metal_density.png
(4 px per um) The die is cut into 19 by 19 equal tiles; white is low, dark blue is high, scaled to the fullest tile. Values are wire area over tile area, all layers added.
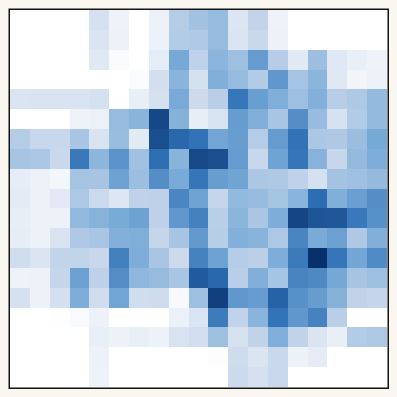
io_fan.png
(4 px per um)
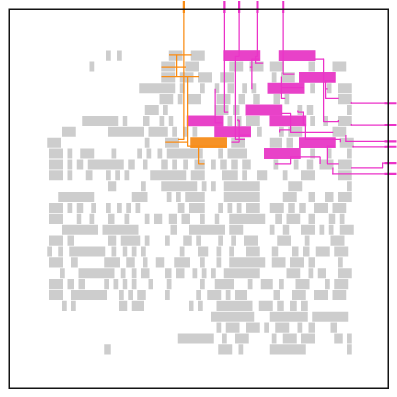
logic_types.png
(4 px per um)
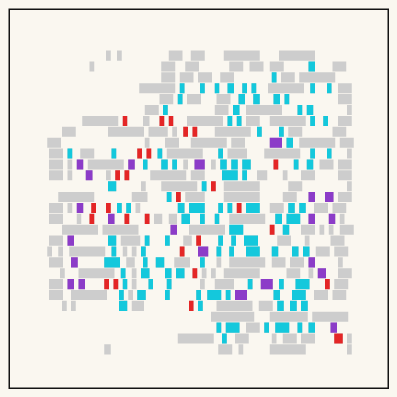
clk_routes.png
(4 px per um)
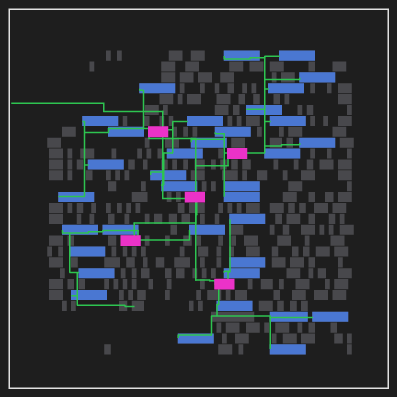
congestion.png
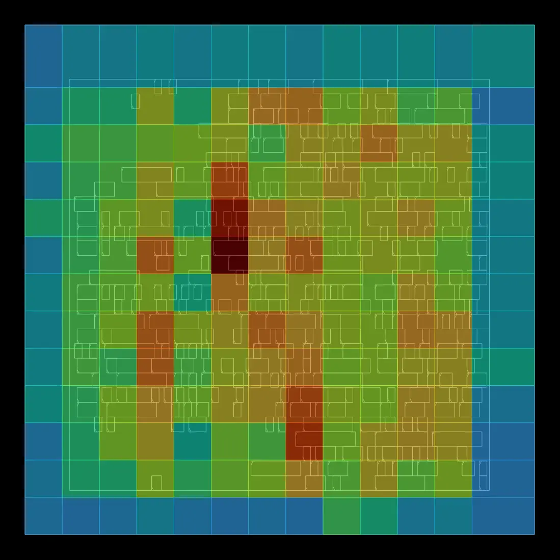
<file path="config.mk">
export PLATFORM = sky130hd
export DESIGN_NAME = dap_cmd_dispatch
export DESIGN_NICKNAME = d
export VERILOG_FILES = /design/src/rtl/dap_cmd_dispatch.sv
export SDC_FILE = /design/constraint.sdc
export NUM_CORES = 1
export LEC_CHECK = 0
export ABC_AREA = 1
export CELL_PAD_IN_SITES_DETAIL_PLACEMENT = 1
export CELL_PAD_IN_SITES_GLOBAL_PLACEMENT = 1
export CORE_MARGIN = 8
export CORE_UTILIZATION = 33
export DETAILED_ROUTE_END_ITERATION = 10
export PLACE_DENSITY = 0.83
export REMOVE_ABC_BUFFERS = 1
export SLEW_MARGIN = 20
export SYNTH_ARGS = -nofsm -noshare
export SYNTH_HDL_FRONTEND = slang
export SYNTH_SLANG_ARGS = --single-unit
</file>
<file path="constraint.sdc">
create_clock -name clk -period 2.2 [get_ports clk]
set_input_delay 0.22 -clock clk [delete_from_list [all_inputs] [get_ports clk]]
set_output_delay 0.22 -clock clk [all_outputs]
set_load 0.005 [all_outputs]
</file>
<file path="src/rtl/dap_cmd_dispatch.sv">
`default_nettype none
// +----------------------------------------------------------------------------+
// | dap_cmd_dispatch: decodes the DAP command byte of a buffered request and   |
// | hands the packet to one handler, or answers 0xFF for unknown commands.     |
// | Optional RUN watchdog: define DAP_CMD_TIMEOUT_EN.                          |
// | Revision: 1.0                                                              |
// +----------------------------------------------------------------------------+
module dap_cmd_dispatch #(
  parameter int unsigned          CMD_NUM        = 8,
  parameter logic [8*CMD_NUM-1:0] CMD_IDS        = 64'h12_10_06_05_03_02_01_00,
  parameter logic [31:0]          TIMEOUT_CYCLES = 32'd1048576
) (
  input  logic               clk,
  input  logic               resetn,
  input  logic               i_rx_pkt_valid,
  output logic               o_rx_pkt_done,
  input  logic               i_dap_in_tvalid,
  input  logic [7:0]         i_dap_in_tdata,
  output logic               o_dap_in_tready,
  input  logic [CMD_NUM-1:0] i_handler_tready,
  output logic [CMD_NUM-1:0] o_start,
  input  logic [CMD_NUM-1:0] i_done,
  input  logic [9:0]         i_packet_len,
  output logic [9:0]         o_ram_write_addr,
  output logic [7:0]         o_ram_write_data,
  output logic               o_ram_write_en,
  output logic               o_tx_valid,
  output logic [9:0]         o_tx_len,
  input  logic               i_tx_ready,
  output logic               o_busy,
  output logic               o_timeout
);

  localparam int IDX_W = (CMD_NUM > 1) ? $clog2(CMD_NUM) : 1;

  typedef enum logic [2:0] {
    S_IDLE    = 3'd0,
    S_DECODE  = 3'd1,
    S_RUN     = 3'd2,
    S_INVALID = 3'd3,
    S_RESP    = 3'd4
  } state_t;

  state_t             r_state;
  logic [7:0]         r_cmd_id;
  logic [IDX_W-1:0]   r_idx;
  logic [CMD_NUM-1:0] r_start;
  logic               r_tx_valid;
  logic [9:0]         r_tx_len;
  logic               r_rx_pkt_done;
  logic               r_ram_write_en;
  logic [7:0]         r_ram_write_data;

  logic               w_hit;
  logic [IDX_W-1:0]   w_hit_idx;
  logic               w_done_hit;

  // Descending scan so the lowest matching handler wins.
  always_comb begin
    w_hit     = 1'b0;
    w_hit_idx = '0;
    for (int i = CMD_NUM - 1; i >= 0; i--) begin
      if (CMD_IDS[8*i +: 8] == r_cmd_id) begin
        w_hit     = 1'b1;
        w_hit_idx = IDX_W'(i);
      end
    end
  end

  assign w_done_hit = r_start[r_idx] & i_done[r_idx];

`ifdef DAP_CMD_TIMEOUT_EN
  logic [31:0] r_cnt;
  logic        r_timeout;
  assign o_timeout = r_timeout;
`else
  logic w_unused_timeout_cfg;
  assign w_unused_timeout_cfg = ^TIMEOUT_CYCLES;
  assign o_timeout = 1'b0;
`endif

  always_ff @(posedge clk or negedge resetn) begin
    if (!resetn) begin
      r_state          <= S_IDLE;
      r_cmd_id         <= 8'h00;
      r_idx            <= '0;
      r_start          <= '0;
      r_tx_valid       <= 1'b0;
      r_tx_len         <= 10'd0;
      r_rx_pkt_done    <= 1'b0;
      r_ram_write_en   <= 1'b0;
      r_ram_write_data <= 8'h00;
`ifdef DAP_CMD_TIMEOUT_EN
      r_cnt            <= 32'd0;
      r_timeout        <= 1'b0;
`endif
    end else begin
      r_rx_pkt_done <= 1'b0;
      case (r_state)
        S_IDLE: begin
          // Blocked during the release pulse so a stale packet is not re-read.
          if (i_rx_pkt_valid && i_dap_in_tvalid && !r_rx_pkt_done) begin
            r_cmd_id <= i_dap_in_tdata;
            r_state  <= S_DECODE;
          end
        end
        S_DECODE: begin
`ifdef DAP_CMD_TIMEOUT_EN
          r_timeout <= 1'b0;
          r_cnt     <= 32'd0;
`endif
          if (w_hit) begin
            r_idx   <= w_hit_idx;
            r_start <= CMD_NUM'(1) << w_hit_idx;
            r_state <= S_RUN;
          end else begin
            r_ram_write_en   <= 1'b1;
            r_ram_write_data <= 8'hFF;
            r_state          <= S_INVALID;
          end
        end
        S_RUN: begin
          if (w_done_hit) begin
            r_start    <= '0;
            r_tx_len   <= i_packet_len;
            r_tx_valid <= 1'b1;
            r_state    <= S_RESP;
          end
`ifdef DAP_CMD_TIMEOUT_EN
          else if (r_cnt == TIMEOUT_CYCLES - 32'd1) begin
            r_start          <= '0;
            r_timeout        <= 1'b1;
            r_ram_write_en   <= 1'b1;
            r_ram_write_data <= 8'hFF;
            r_state          <= S_INVALID;
          end else begin
            r_cnt <= r_cnt + 32'd1;
          end
`endif
        end
        S_INVALID: begin
          r_ram_write_en   <= 1'b0;
          r_ram_write_data <= 8'h00;
          r_tx_len         <= 10'd1;
          r_tx_valid       <= 1'b1;
          r_state          <= S_RESP;
        end
        S_RESP: begin
          if (i_tx_ready) begin
            r_tx_valid    <= 1'b0;
            r_rx_pkt_done <= 1'b1;
            r_state       <= S_IDLE;
          end
        end
        default: r_state <= S_IDLE;
      endcase
    end
  end

  assign o_dap_in_tready  = (r_state == S_RUN) & i_handler_tready[r_idx];
  assign o_start          = r_start;
  assign o_rx_pkt_done    = r_rx_pkt_done;
  assign o_ram_write_addr = 10'd0;
  assign o_ram_write_data = r_ram_write_data;
  assign o_ram_write_en   = r_ram_write_en;
  assign o_tx_valid       = r_tx_valid;
  assign o_tx_len         = r_tx_len;
  assign o_busy           = (r_state != S_IDLE);

endmodule
`default_nettype wire
</file>
==> impl_metrics.env <==
# source this file to load flow results
export IMPL_cts_buffers_inserted=5
export IMPL_clk_pin_slew_worst_paths_ps=70
export IMPL_crit_path_end_kind="output port"
export IMPL_cts_sink_count=35
export IMPL_nets=358
export IMPL_finalCriticalPeriod_ps=2050
export IMPL_combGateArea_sq_um=893
export IMPL_power_total_uw=2870
export IMPL_tightest_slew_ps=805
export IMPL_skew_ps=6.60
export IMPL_gr_total_overflow=0
export IMPL_fp_util=0.342
export IMPL_fin_cells=395
export IMPL_pwr_share_comb=0.426
export IMPL_netlist_instances=256
export IMPL_status="finished clean"
export IMPL_antenna_found_initial=0
export IMPL_die_area_sq_um=8910
export IMPL_fin_worst_hold_slack_ps=6.08
export IMPL_synth_cell_type_count=26
export IMPL_port_buffers=69
export IMPL_post_cts_buffers=0
export IMPL_top_cell_area_share=0.432
export IMPL_grt_max_degree=36
export IMPL_final_max_slew_viol_count=0
export IMPL_r2r_slack_ps=580
export IMPL_leakage_uw=0.00136
export IMPL_synth_flops=35
export IMPL_htreeDepth=2
export IMPL_fillCellCount=732
export IMPL_ctsResizeCount=0
export IMPL_regToRegEndpoint="o_tx_len[3]"
export IMPL_placedCellCount=387
export IMPL_cts_root_buf="clkbuf_8"
export IMPL_period_used=0.933
export IMPL_hold_viol=0
export IMPL_flop_area_sq_um=877
export IMPL_grt_pass1_vias=1968
export IMPL_core_area_sq_um=5920
export IMPL_slew_limit_headroom=0.463
export IMPL_p_seq_frac=0.371
export IMPL_netlist_area_sq_um=2030
export IMPL_switching_share=0.356
export IMPL_drt_iter0_drc=75
export IMPL_cts_tree="built"
export IMPL_drtAntennaViolNets=0
export IMPL_via_per_inst=4.56
export IMPL_p_switching_uw=1020
export IMPL_yosys_cells=256
export IMPL_layout_top_cells="clkdlybuf4s50_1 (68), nand2_1 (61), dfrtp_1 (34)"
export IMPL_grt_pass1_wl_um=9490
export IMPL_internal_power_uw=1850
export IMPL_clock_latency_late_pin_ps=290
export IMPL_avgSynthCellArea_sq_um=7.92
export IMPL_rsz0062_at_grt="no"
export IMPL_irDropWorstVdd_uv=384
export IMPL_rr_worst_depth=8
export IMPL_required_ps=1980
export IMPL_timing_rr_start="r_idx[0]"
export IMPL_p_per_area_nw_per_um2=1040
export IMPL_max_cap_violations=0
export IMPL_yosysTopAreaCell="dfrtp_1"
export IMPL_core_rowCount=28
export IMPL_clkPwrFrac=0.203
export IMPL_drt_pass1_iterations=4
export IMPL_yosys_warnings=0
export IMPL_setup_slack_ps=147
export IMPL_num_io_pins=81
Back to the opening pictures, metal_density.png:
The mean over all tiles is 0.10. The fullest tile reaches 0.35. 20% of the tiles are over half the peak. The emptiest ninth of the die: top left. 21% of the tiles are nearly empty.
gr usage total: 0.132
WL per Instance: 14.3 um
Post-Route WL: 5660 um
vias: 1800

Back to the opening pictures, io_fan.png:
Key: magenta = `o_tx_len` [bits 10, direction output, edge 6 right, 4 top, end cells 10, buffers 10, wire 296 um]; orange = `o_ram_write_en` [bits 1, direction output, edge top, end cells 1, buffers 1, wire 98.0 um]

Back to the opening pictures, logic_types.png:
Key: cyan = NAND gates [cells 109, most used nand2_1]; purple = inverting AOI/OAI gates [cells 22, most used a21oi_1]; red = inverters [cells 27, most used inv_1]

Back to the opening pictures, clk_routes.png:
Key: green = clock wires [length 506 um]; magenta = clock drivers [count 5]; blue = flip-flops [count 35]
There are 6 routed clock nets.

Back to the opening pictures, congestion.png:
grt peak-use layer: met2
grt met3 use: 0.0373
GR met2 Demand/Resource: 0.222
Finished Core Util: 0.469
GRT met1 Usage: 0.160

metal layers:
metal,track usage,part of all wire
met1,0.160,0.45
met2,0.222,0.48
met3,0.0373,0.068
met4,0.0410,0.010
met5,0,0
flip-flops by register name, summed over array words and instances, names as in the netlist:
register          count
o_ram_write_data      1
r_state               3
r_cmd_id              8
o_tx_valid            1
o_start               8
o_rx_pkt_done         1
o_tx_len             10
r_idx                 3
area by class of cell:
type                            instances  share of cell area
Sequential cell                        35               0.316
Clock buffer                            5              0.0248
Inverter                               27              0.0374
Clock inverter                          3              0.0158
Multi-Input combinational cell        180               0.322
Timing Repair Buffer                   70               0.250
Tap cell                               75              0.0338
through the flow:
step / instance area [sq um] / util
2_1_floorplan: 1870 / -
3_3_place_gp: 2660 / 0.449
3_5_place_dp: 2660 / 0.449
4_1_cts: 2770 / 0.468
5_1_grt: 2770 / 0.469
6_report: 2770 / 0.469
worst max-delay path by stage:
stage | startpoint | end | slack (ps) | cells after the start
floorplan | r_idx[0] | o_tx_len[0] | 820 | 8
global placement | i_handler_tready[6] | o_dap_in_tready | 430 | 6
detailed placement | i_handler_tready[2] | o_dap_in_tready | 330 | 6
CTS | r_idx[0] | o_dap_in_tready | 50 | 5
global route | r_idx[1] | o_dap_in_tready | 10 | 6
finish | r_idx[1] | o_dap_in_tready | 150 | 6
cell usage after synthesis (all sizes together):
cell type  number
conb            1
o31ai           1
nor2           37
o21bai          1
nand4           2
o22ai           2
a21oi           9
o21ai           9
buf            24
nor3            1
inv            27
nand3          36
nand2          71
dfrtp          35
power by group through the flow:
stage	registers (uW)	logic (uW)	clock network [uW]
6_report	1070	1220	583
5_1_grt	1100	1380	623
4_1_cts	1070	1260	607
3_5_place_dp	1080	1250	0
3_3_place_gp	1070	1210	0
2_1_floorplan	1070	540	0
cell families (layout without fill, tap and decap cells):
logic type / after synthesis / after routing / share of synthesized area
compound gates: 22 / 22 / 0.0636
flops: 35 / 35 / 0.432
buf+inv: 51 / 105 / 0.146
other cells: 1 / 11 / 0.00185
simple gates: 147 / 147 / 0.357
worst max-delay path: stages (launching register included):
cell             delay [ps]
dfrtp_1                 460
inv_1                   160
o21ai_0                 100
o22ai_1                 120
o21ai_0                  90
nor2_1                  100
clkdlybuf4s50_1         510
No activity file was given, so power comes from the tool's default toggle rates.
